[src/rtl/line_drawer_pkg.sv]
// rtl/line_drawer_pkg.sv - shared color constants and line rasterizer state type
package line_drawer_pkg;

    localparam int COLOR_WIDTH = 4;

    localparam logic [COLOR_WIDTH-1:0] COLOR_NONE  = 4'h0;
    localparam logic [COLOR_WIDTH-1:0] COLOR_RED   = 4'h1;
    localparam logic [COLOR_WIDTH-1:0] COLOR_GREEN = 4'h2;
    localparam logic [COLOR_WIDTH-1:0] COLOR_BLUE  = 4'h3;
    localparam logic [COLOR_WIDTH-1:0] COLOR_WHITE = 4'hf;

    typedef enum logic [1:0] {
        IDLE = 2'd0,
        DRAW = 2'd1,
        DONE = 2'd2
    } line_state_t;

    function automatic int imax(input int a, input int b);
        return (a > b) ? a : b;
    endfunction

endpackage

[src/rtl/line_drawer_if.sv]
// rtl/line_drawer_if.sv - line command handshake and pixel write port bundle
interface line_drawer_if #(
    parameter int WIDTH  = 640,
    parameter int HEIGHT = 480
);
    import line_drawer_pkg::*;

    localparam int XW = $clog2(WIDTH);
    localparam int YW = $clog2(HEIGHT);

    logic                   start;
    logic [XW-1:0]          x0;
    logic [XW-1:0]          x1;
    logic [YW-1:0]          y0;
    logic [YW-1:0]          y1;
    logic [COLOR_WIDTH-1:0] color_in;
    logic                   ready;
    logic                   done;
    logic [XW-1:0]          x;
    logic [YW-1:0]          y;
    logic [COLOR_WIDTH-1:0] color;
    logic                   enable;

    modport master (
        output start, x0, x1, y0, y1, color_in,
        input  ready, done, x, y, color, enable
    );

    modport slave (
        input  start, x0, x1, y0, y1, color_in,
        output ready, done, x, y, color, enable
    );

endinterface

[src/rtl/line_drawer_step.sv]
// rtl/line_drawer_step.sv - one combinational Bresenham step (e2 compare and error update)
module line_drawer_step #(
    parameter int XW = 10,
    parameter int YW = 9,
    parameter int SW = 12
) (
    input  logic [XW-1:0]        x,
    input  logic [YW-1:0]        y,
    input  logic signed [SW-1:0] err,
    input  logic signed [SW-1:0] dx,
    input  logic signed [SW-1:0] dy,
    input  logic signed [1:0]    sx,
    input  logic signed [1:0]    sy,
    output logic [XW-1:0]        x_next,
    output logic [YW-1:0]        y_next,
    output logic signed [SW-1:0] err_next
);

    // e2 needs one bit more than err so doubling never wraps
    logic signed [SW:0] e2;
    logic signed [SW:0] dx_w;
    logic signed [SW:0] dy_w;
    logic               step_x;
    logic               step_y;

    always_comb begin
        e2       = {err, 1'b0};
        dx_w     = {dx[SW-1], dx};
        dy_w     = {dy[SW-1], dy};
        step_x   = (e2 >= dy_w);
        step_y   = (e2 <= dx_w);
        err_next = err;
        if (step_x) err_next = err_next + dy;
        if (step_y) err_next = err_next + dx;
        x_next   = step_x ? x + XW'(sx) : x;
        y_next   = step_y ? y + YW'(sy) : y;
    end

endmodule

[src/rtl/line_drawer.sv]
// rtl/line_drawer.sv - Bresenham line rasterizer, one pixel per clock; LINE_DRAWER_CLIP_EN masks off-canvas pixels
module line_drawer
    import line_drawer_pkg::*;
#(
    parameter int WIDTH  = 640,
    parameter int HEIGHT = 480
) (
    input  logic         clk,
    input  logic         reset,
    line_drawer_if.slave bus
);

    localparam int XW = $clog2(WIDTH);
    localparam int YW = $clog2(HEIGHT);
    localparam int SW = imax(XW, YW) + 2;

    line_state_t            state_q, state_n;
    logic [XW-1:0]          x_q, x_n, x1_q, x1_n;
    logic [YW-1:0]          y_q, y_n, y1_q, y1_n;
    logic [COLOR_WIDTH-1:0] color_q, color_n;
    logic                   enable_q, enable_n;
    logic                   done_q, done_n;
    logic signed [SW-1:0]   err_q, err_n, dx_q, dx_n, dy_q, dy_n;
    logic signed [1:0]      sx_q, sx_n, sy_q, sy_n;

    logic signed [SW-1:0]   ddx, ddy, adx, ady;
    logic [XW-1:0]          x_step;
    logic [YW-1:0]          y_step;
    logic signed [SW-1:0]   err_step;
    logic                   start_vis, step_vis;

    line_drawer_step #(.XW(XW), .YW(YW), .SW(SW)) u_step (
        .x        (x_q),
        .y        (y_q),
        .err      (err_q),
        .dx       (dx_q),
        .dy       (dy_q),
        .sx       (sx_q),
        .sy       (sy_q),
        .x_next   (x_step),
        .y_next   (y_step),
        .err_next (err_step)
    );

`ifdef LINE_DRAWER_CLIP_EN
    localparam logic [XW:0] X_LIM = (XW+1)'(WIDTH);
    localparam logic [YW:0] Y_LIM = (YW+1)'(HEIGHT);
    assign start_vis = ({1'b0, bus.x0} < X_LIM) && ({1'b0, bus.y0} < Y_LIM);
    assign step_vis  = ({1'b0, x_step} < X_LIM) && ({1'b0, y_step} < Y_LIM);
`else
    assign start_vis = 1'b1;
    assign step_vis  = 1'b1;
`endif

    assign ddx = $signed(SW'(bus.x1)) - $signed(SW'(bus.x0));
    assign ddy = $signed(SW'(bus.y1)) - $signed(SW'(bus.y0));
    assign adx = (ddx < 0) ? -ddx : ddx;
    assign ady = (ddy < 0) ? -ddy : ddy;

    always_comb begin
        state_n  = state_q;
        x_n      = x_q;
        y_n      = y_q;
        x1_n     = x1_q;
        y1_n     = y1_q;
        color_n  = color_q;
        err_n    = err_q;
        dx_n     = dx_q;
        dy_n     = dy_q;
        sx_n     = sx_q;
        sy_n     = sy_q;
        enable_n = 1'b0;
        done_n   = 1'b0;
        case (state_q)
            IDLE: begin
                if (bus.start) begin
                    state_n  = DRAW;
                    x_n      = bus.x0;
                    y_n      = bus.y0;
                    x1_n     = bus.x1;
                    y1_n     = bus.y1;
                    color_n  = bus.color_in;
                    dx_n     = adx;
                    dy_n     = -ady;
                    sx_n     = (bus.x0 < bus.x1) ? 2'sd1 : -2'sd1;
                    sy_n     = (bus.y0 < bus.y1) ? 2'sd1 : -2'sd1;
                    err_n    = adx - ady;
                    enable_n = start_vis;
                end
            end
            DRAW: begin
                if ((x_q == x1_q) && (y_q == y1_q)) begin
                    state_n = DONE;
                    done_n  = 1'b1;
                end else begin
                    x_n      = x_step;
                    y_n      = y_step;
                    err_n    = err_step;
                    enable_n = step_vis;
                end
            end
            DONE:    state_n = IDLE;
            default: state_n = IDLE;
        endcase
    end

    always_ff @(posedge clk or posedge reset) begin
        if (reset) begin
            state_q  <= IDLE;
            x_q      <= '0;
            y_q      <= '0;
            x1_q     <= '0;
            y1_q     <= '0;
            color_q  <= COLOR_NONE;
            err_q    <= '0;
            dx_q     <= '0;
            dy_q     <= '0;
            sx_q     <= '0;
            sy_q     <= '0;
            enable_q <= 1'b0;
            done_q   <= 1'b0;
        end else begin
            state_q  <= state_n;
            x_q      <= x_n;
            y_q      <= y_n;
            x1_q     <= x1_n;
            y1_q     <= y1_n;
            color_q  <= color_n;
            err_q    <= err_n;
            dx_q     <= dx_n;
            dy_q     <= dy_n;
            sx_q     <= sx_n;
            sy_q     <= sy_n;
            enable_q <= enable_n;
            done_q   <= done_n;
        end
    end

    assign bus.ready  = (state_q == IDLE);
    assign bus.done   = done_q;
    assign bus.x      = x_q;
    assign bus.y      = y_q;
    assign bus.color  = color_q;
    assign bus.enable = enable_q;

endmodule

[src/flat_wrapper.sv]
// flat-port wrapper written by rule: the top's interface ports become plain ports
module line_drawer_flat import line_drawer_pkg::*;
#(
    parameter int WIDTH  = 640,
    parameter int HEIGHT = 480
)
  (clk, reset, bus_start, bus_x0, bus_x1, bus_y0, bus_y1, bus_color_in, bus_ready, bus_done, bus_x, bus_y, bus_color, bus_enable);
  line_drawer_if #(.WIDTH(WIDTH), .HEIGHT(HEIGHT)) bus_i ();
  input  logic clk;
  input  logic reset;
  input wire logic [$bits(bus_i.start)-1:0] bus_start;
  input wire logic [$bits(bus_i.x0)-1:0] bus_x0;
  input wire logic [$bits(bus_i.x1)-1:0] bus_x1;
  input wire logic [$bits(bus_i.y0)-1:0] bus_y0;
  input wire logic [$bits(bus_i.y1)-1:0] bus_y1;
  input wire logic [$bits(bus_i.color_in)-1:0] bus_color_in;
  output wire logic [$bits(bus_i.ready)-1:0] bus_ready;
  output wire logic [$bits(bus_i.done)-1:0] bus_done;
  output wire logic [$bits(bus_i.x)-1:0] bus_x;
  output wire logic [$bits(bus_i.y)-1:0] bus_y;
  output wire logic [$bits(bus_i.color)-1:0] bus_color;
  output wire logic [$bits(bus_i.enable)-1:0] bus_enable;
  assign bus_i.start = bus_start;
  assign bus_i.x0 = bus_x0;
  assign bus_i.x1 = bus_x1;
  assign bus_i.y0 = bus_y0;
  assign bus_i.y1 = bus_y1;
  assign bus_i.color_in = bus_color_in;
  assign bus_ready = bus_i.ready;
  assign bus_done = bus_i.done;
  assign bus_x = bus_i.x;
  assign bus_y = bus_i.y;
  assign bus_color = bus_i.color;
  assign bus_enable = bus_i.enable;
  line_drawer #(.WIDTH(WIDTH), .HEIGHT(HEIGHT)) u_core (.clk(clk), .reset(reset), .bus(bus_i));
endmodule
[config.mk]
export PLATFORM = sky130hd
export DESIGN_NAME = line_drawer_flat
export DESIGN_NICKNAME = d
export VERILOG_FILES = /design/src/rtl/line_drawer_pkg.sv /design/src/rtl/line_drawer_if.sv /design/src/rtl/line_drawer_step.sv /design/src/rtl/line_drawer.sv /design/src/flat_wrapper.sv
export SDC_FILE = /design/constraint.sdc
export NUM_CORES = 1
export LEC_CHECK = 0
export CELL_PAD_IN_SITES_DETAIL_PLACEMENT = 1
export CELL_PAD_IN_SITES_GLOBAL_PLACEMENT = 1
export CORE_ASPECT_RATIO = 0.9
export CORE_MARGIN = 5
export CORE_UTILIZATION = 45
export DETAILED_ROUTE_END_ITERATION = 8
export MAX_ROUTING_LAYER = met4
export PLACE_DENSITY_LB_ADDON = 0.1
export SLEW_MARGIN = 25
export SYNTH_ARGS = -nofsm -noshare
export SYNTH_HDL_FRONTEND = slang
export SYNTH_SLANG_ARGS = --single-unit
[constraint.sdc]
create_clock -name clk -period 5.05 [get_ports clk]
set_input_delay 0.7575 -clock clk [delete_from_list [all_inputs] [get_ports clk]]
set_output_delay 0.7575 -clock clk [all_outputs]
set_load 0.02 [all_outputs]
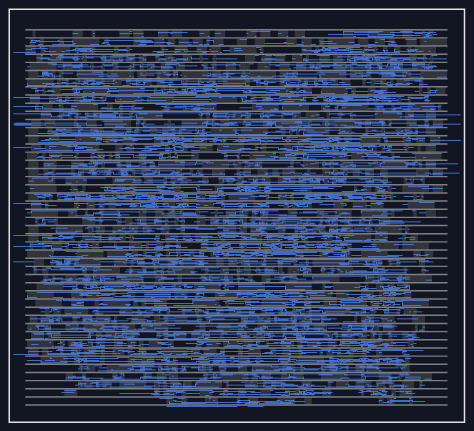
**Above:** run 1 (the metal 1 layer).
Drawn at 3 px/um. Supply wires on this layer in gray.
longest straight run: 54.3 um
share of all routed wire: 51%
wire length on this layer: 12,700 um

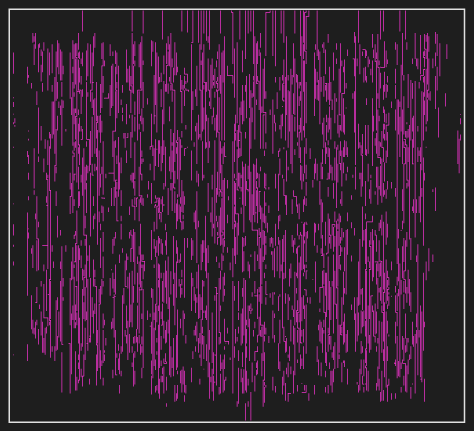
**Above:** run 1 (met2 routing).
Drawn at 3 px/um.
share of all routed wire: 46%
longest straight run: 54.7 um
main direction: vertical
wire length on this layer: 11,600 um
nets with wire on the layer: 1,060

==> flow_summary.toml, run 1 <==
# yosys + openroad results
[status]
outcome = "finished clean"

[run]
warnings = 27

[logic_synthesis]
yosys_cells = 994

[layout]
dominant_cells = "logic gates"
fill_cells = 2200
comb_cells = 793
area_growth_pct = 18.18
drive_above_1_share = 0.09066
n_all_buffers = 106
flops = 85

[global_route]
grt_pass1_wl_mm = 40.12

[worst_hold_path]
hp-start = "u_core.bus.color[1]$_DFFE_PP0P_"

[setup_path]
ff2ff_setup_slack_ns = 0.29

[drt]
postRouteAntennaNets = 0

[place]
post-place-ws_ns = -0.01609

[final_timing]
fin_setup_tns_ns = 0
fin_ws_ns = 0.2868
finalClockPeriodUsage = 0.9432

[power_and_ir_drop]
p_total_mw = 2.164
cellLeakagePower_nw = 4.456

[floorplanning]
fp_util = 0.4589
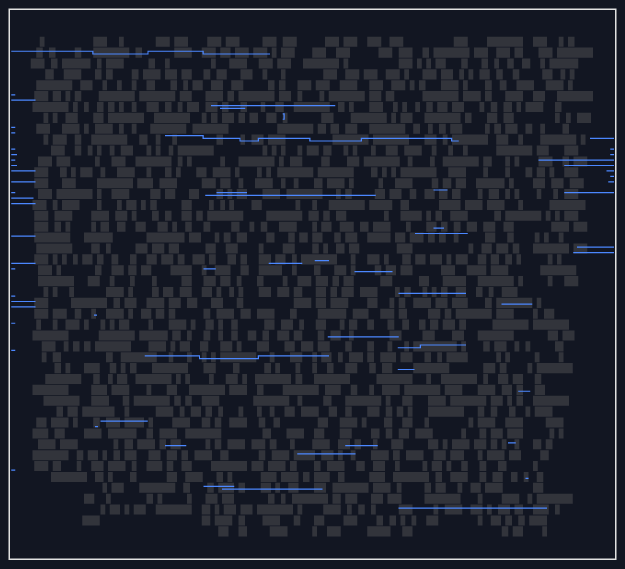
**Above:** run 1 (met3 routing).
Drawn at 4 px/um.
share of all routed wire: 2.5%
nets with wire on the layer: 54
longest straight run: 42.3 um

[run 1: logic make-up (layout without fill, tap and decap cells)]
kind of cell,Yosys count,in the layout,synth area share
buffers and inverters,116,203,0.05589
DFF,85,85,0.2632
other,1,1,0.0004640
muxes,23,23,0.03066
adders and majority gates,103,103,0.1660
AOI/OAI and AO/OA,267,267,0.2107
xor gates and xnor gates,87,87,0.09800
and+or+nand+nor,312,312,0.1751
[run 1: routing by layer]
metal,vias up,wire (um),track usage,part of all wire
li1,3617,-,-,-
met1,3663,12670,0.3616,0.51
met2,91,11560,0.3922,0.46
met3,16,628,0.03444,0.025
met4,0,198,0.04028,0.0079
met5,-,0,-,0
==> run 2: changes to the inputs <==
- CTS_CLUSTER_SIZE: default -> 12
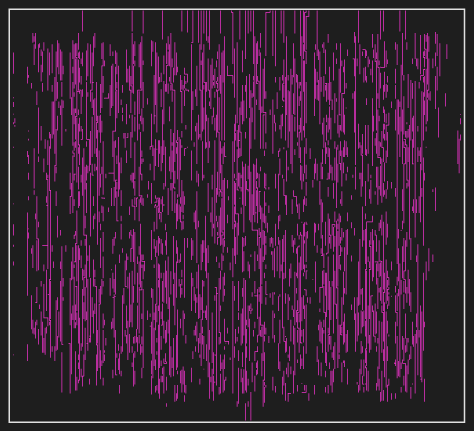
**Above:** run 2 (met2 routing).
Drawn at 3 px/um.
main direction: vertical
wire length on this layer: 11,600 um
nets with wire on the layer: 1,060

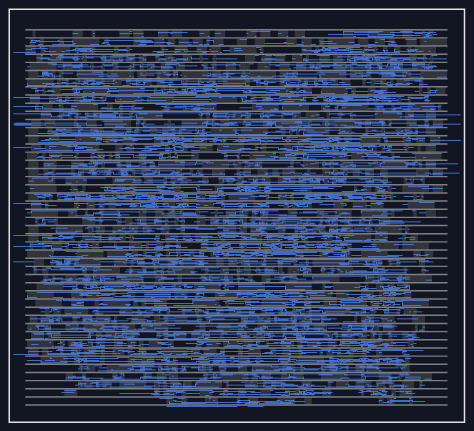
**Above:** run 2 (the metal 1 layer).
Drawn at 3 px/um. Supply wires on this layer in gray.
nets with wire on the layer: 1,147
wire length on this layer: 12,700 um
share of all routed wire: 51%
longest straight run: 54.3 um

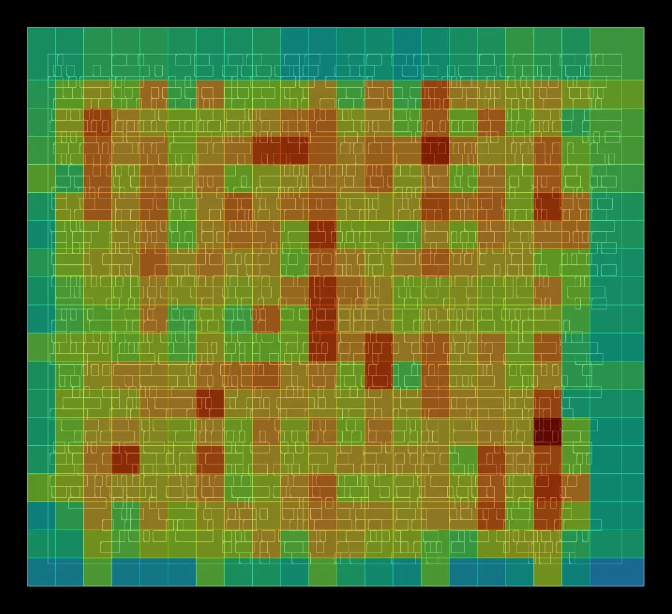
**Above:** run 2 (track usage over the die).
Core Util, Final: 0.5423
global route hottest layer: met2
Avg WL per Cell: 18.97 um

==> flow_summary.toml, run 2 <==
# yosys + openroad results
[setup_path]
endpoint_kind = "flop"
worstSetupStartpoint = "u_core.dy_q[6]$_DFFE_PP0P_"
arrival_ns = 5.00
ff2ff_setup_slack_ns = 0.29

[logic_synthesis]
yosysUniqueCellTypes = 73
yosys_cells = 994
netlist_area_um2 = 8082
ys_sh_aoi = 0.2107
topCombFamilyByArea = "AND-OR/OR-AND gates"
ys_sh_simple = 0.1751
xor_share = 0.09800

[final_timing]
finalClockPeriodUsage = 0.9432
fin_setup_tns_ns = 0

[global_route]
gr-usage-met3 = 0.03444
use_met1 = 0.3616
grt_util_met2 = 0.3922
grt_pass1_wl_mm = 40.12

[layout]
dominant_cells = "logic gates"
drive_above_1_share = 0.09066
comb_area_frac = 0.5809
comb_cells = 793
area_growth_pct = 18.18
flops = 85
n_all_buffers = 106

[drt]
wl_met2_mm = 11.56
m1WireLength_mm = 12.67
routed.top_layer = "met4"
wl_met3_um = 628

[power_and_ir_drop]
p_total_mw = 2.164
cellLeakagePower_nw = 4.456

[place]
post-place-ws_ns = -0.01609

[floorplanning]
fp_util = 0.4589
coreArea_um2 = 17610

[status]
outcome = "finished clean"

[run]
warnings = 27

[clock_tree]
path_clk_slew_ns = 0.07
==> run 2: power groups by stage <==
| stage | Combinational (mW) | Clock (mW) | Sequential [mW] |
|---|---|---|---|
| CTS | 0.783 | 0.705 | 0.681 |
| finish | 0.790 | 0.694 | 0.681 |
| floorplan | 0.532 | 0 | 0.694 |
| global route | 0.864 | 0.738 | 0.680 |
| global placement | 0.762 | 0 | 0.694 |
| detailed placement | 0.773 | 0 | 0.694 |
==> run 2: critical path, delay by kind of cell, from the launching register on <==
kind,cells,cell delay (ns)
AOI/OAI and AO/OA,10,2.26
muxes,2,0.58
buffers and inverters,2,0.30
adders and majority gates,2,0.63
DFF,1,0.39
and+or+nand+nor,3,0.31
xor gates and xnor gates,1,0.15
**Run 2: met3 routing**

Drawn at 4 px/um.
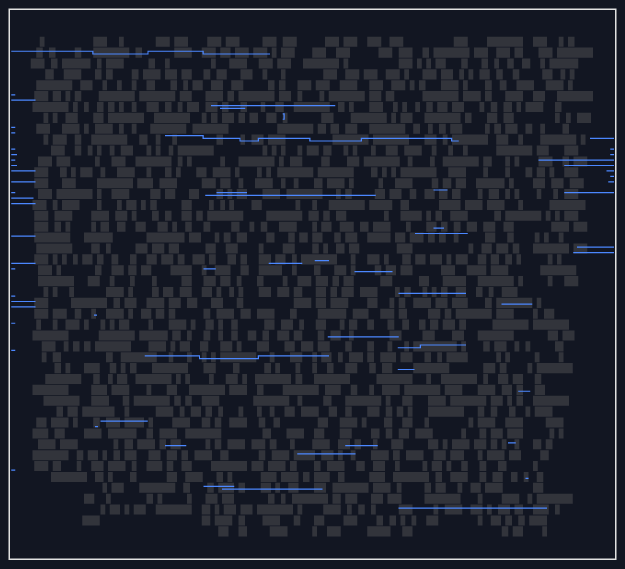

==> run 3: changes to the inputs <==
- ABC_AREA: default -> 1
- CORE_UTILIZATION: 45 -> 43
- CTS_CLUSTER_DIAMETER: default -> 80
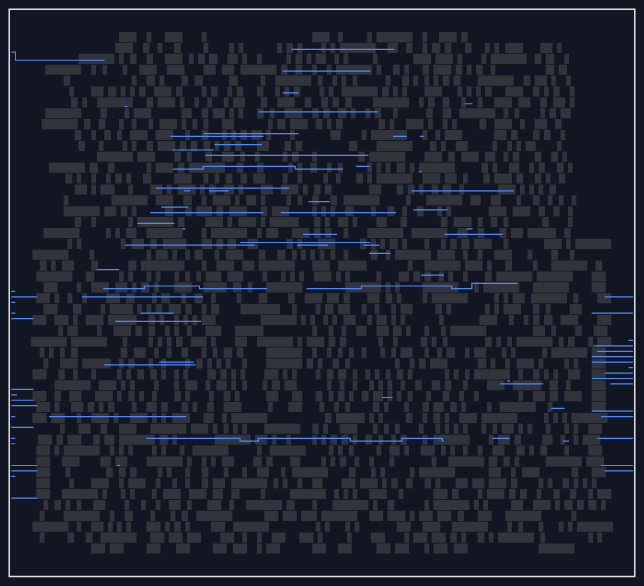
**Above:** run 3 (met3 routing).
Drawn at 4 px/um.
wire length on this layer: 1,030 um
share of all routed wire: 3.8%
nets with wire on the layer: 73
longest straight run: 40.5 um

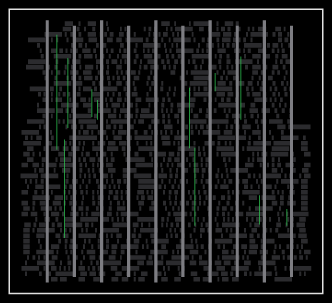
**Above:** run 3 (the metal 4 layer).
Drawn at 2 px/um. Supply wires on this layer in gray.
wire length on this layer: 295 um
nets with wire on the layer: 9
main direction: vertical
share of all routed wire: 1.1%

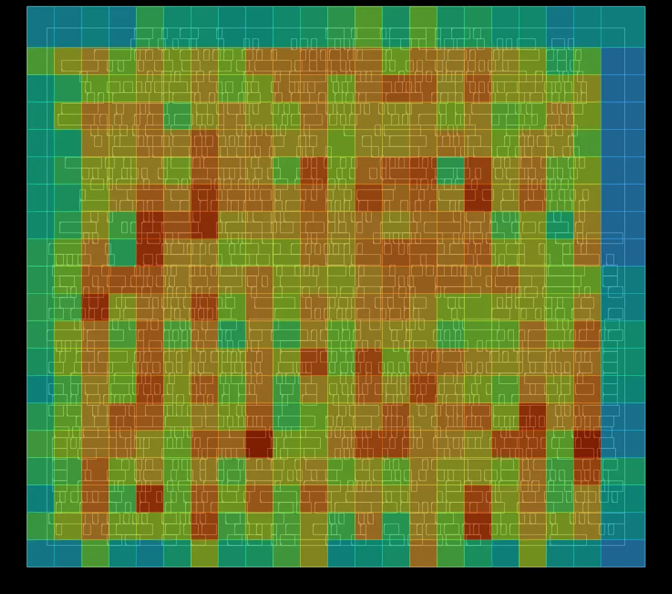
**Above:** run 3 (track usage over the die).
Avg WL per Cell: 17.70 um
GRT met2 Usage: 0.4021
Total GRT Usage: 0.2602
met1 GRT Util: 0.3699

==> flow_summary.toml, run 3 <==
# yosys + openroad results
[logic_synthesis]
yosysUniqueCellTypes = 57
ys_sh_adder = 0.1625
synthMuxAreaShare = 0
netlist_area_um2 = 8252
yosys_cells = 1195
topCombFamilyByArea = "simple AND/OR/NAND/NOR gates"
synth_nets = 1343
xor_share = 0.06657
ys_sh_aoi = 0.1491
ys_sh_simple = 0.2754

[layout]
post-route-util = 0.5017
top_regs = "u_core.dx_q x12, u_core.dy_q x12, u_core.err_q x12"
drive_above_1_share = 0.04653
area_growth_pct = 15.75

[final_timing]
fin_ws_ns = 0.5226
finalClockPeriodUsage = 0.8965

[setup_path]
path_depth = 21
endpoint_kind = "flop"
worstSetupStartpoint = "u_core.err_q[3]$_DFFE_PP0P_"
crit_family = "AND-OR/OR-AND gates"
cp_num_buf_inv = 1
ff2ff_setup_slack_ns = 0.52
arrival_ns = 4.82

[power_and_ir_drop]
p_total_mw = 4.762
p_comb_frac = 0.647
cellLeakagePower_nw = 4.958

[global_route]
busiest_layer = "met2"
grt_pass1_wl_mm = 44.53
gr-usage-met3 = 0.03782

[drt]
wl_met2_mm = 11.99
wl_met3_mm = 1.028
m1WireLength_mm = 13.55
routed.top_layer = "met4"
postRouteAntennaNets = 0
routed_wl_mm = 26.87

[clock_tree]
clk_latency_ns = 0.37
path_clk_slew_ns = 0.07

[worst_hold_path]
hp-start = "u_core.bus.color[2]$_DFFE_PP0P_"

[place]
post-place-ws_ns = 0.2246

[status]
outcome = "finished clean"

[floorplanning]
coreArea_um2 = 19040
die-area_um2 = 22060
run 3: cell type report:
cell class / instances / area [um^2]
clock inverters: 6 / 70.07
fillers: 2466 / 9487
multi-input cells: 918 / 5406
well taps: 250 / 312.8
inverters: 171 / 645.6
repair buffers: 78 / 760.7
clock buffers: 10 / 229.0
flip-flops and latches: 85 / 2127
run 3: power groups by stage:
stage,sequential (mW),clock [mW],combinational (mW)
global route,0.980,0.756,3.49
detailed placement,0.975,0,3.04
floorplan,0.953,0,2.15
finish,0.968,0.715,3.08
global placement,0.970,0,2.94
CTS,0.963,0.727,3.08
Power and IR drop assume default switching activity.
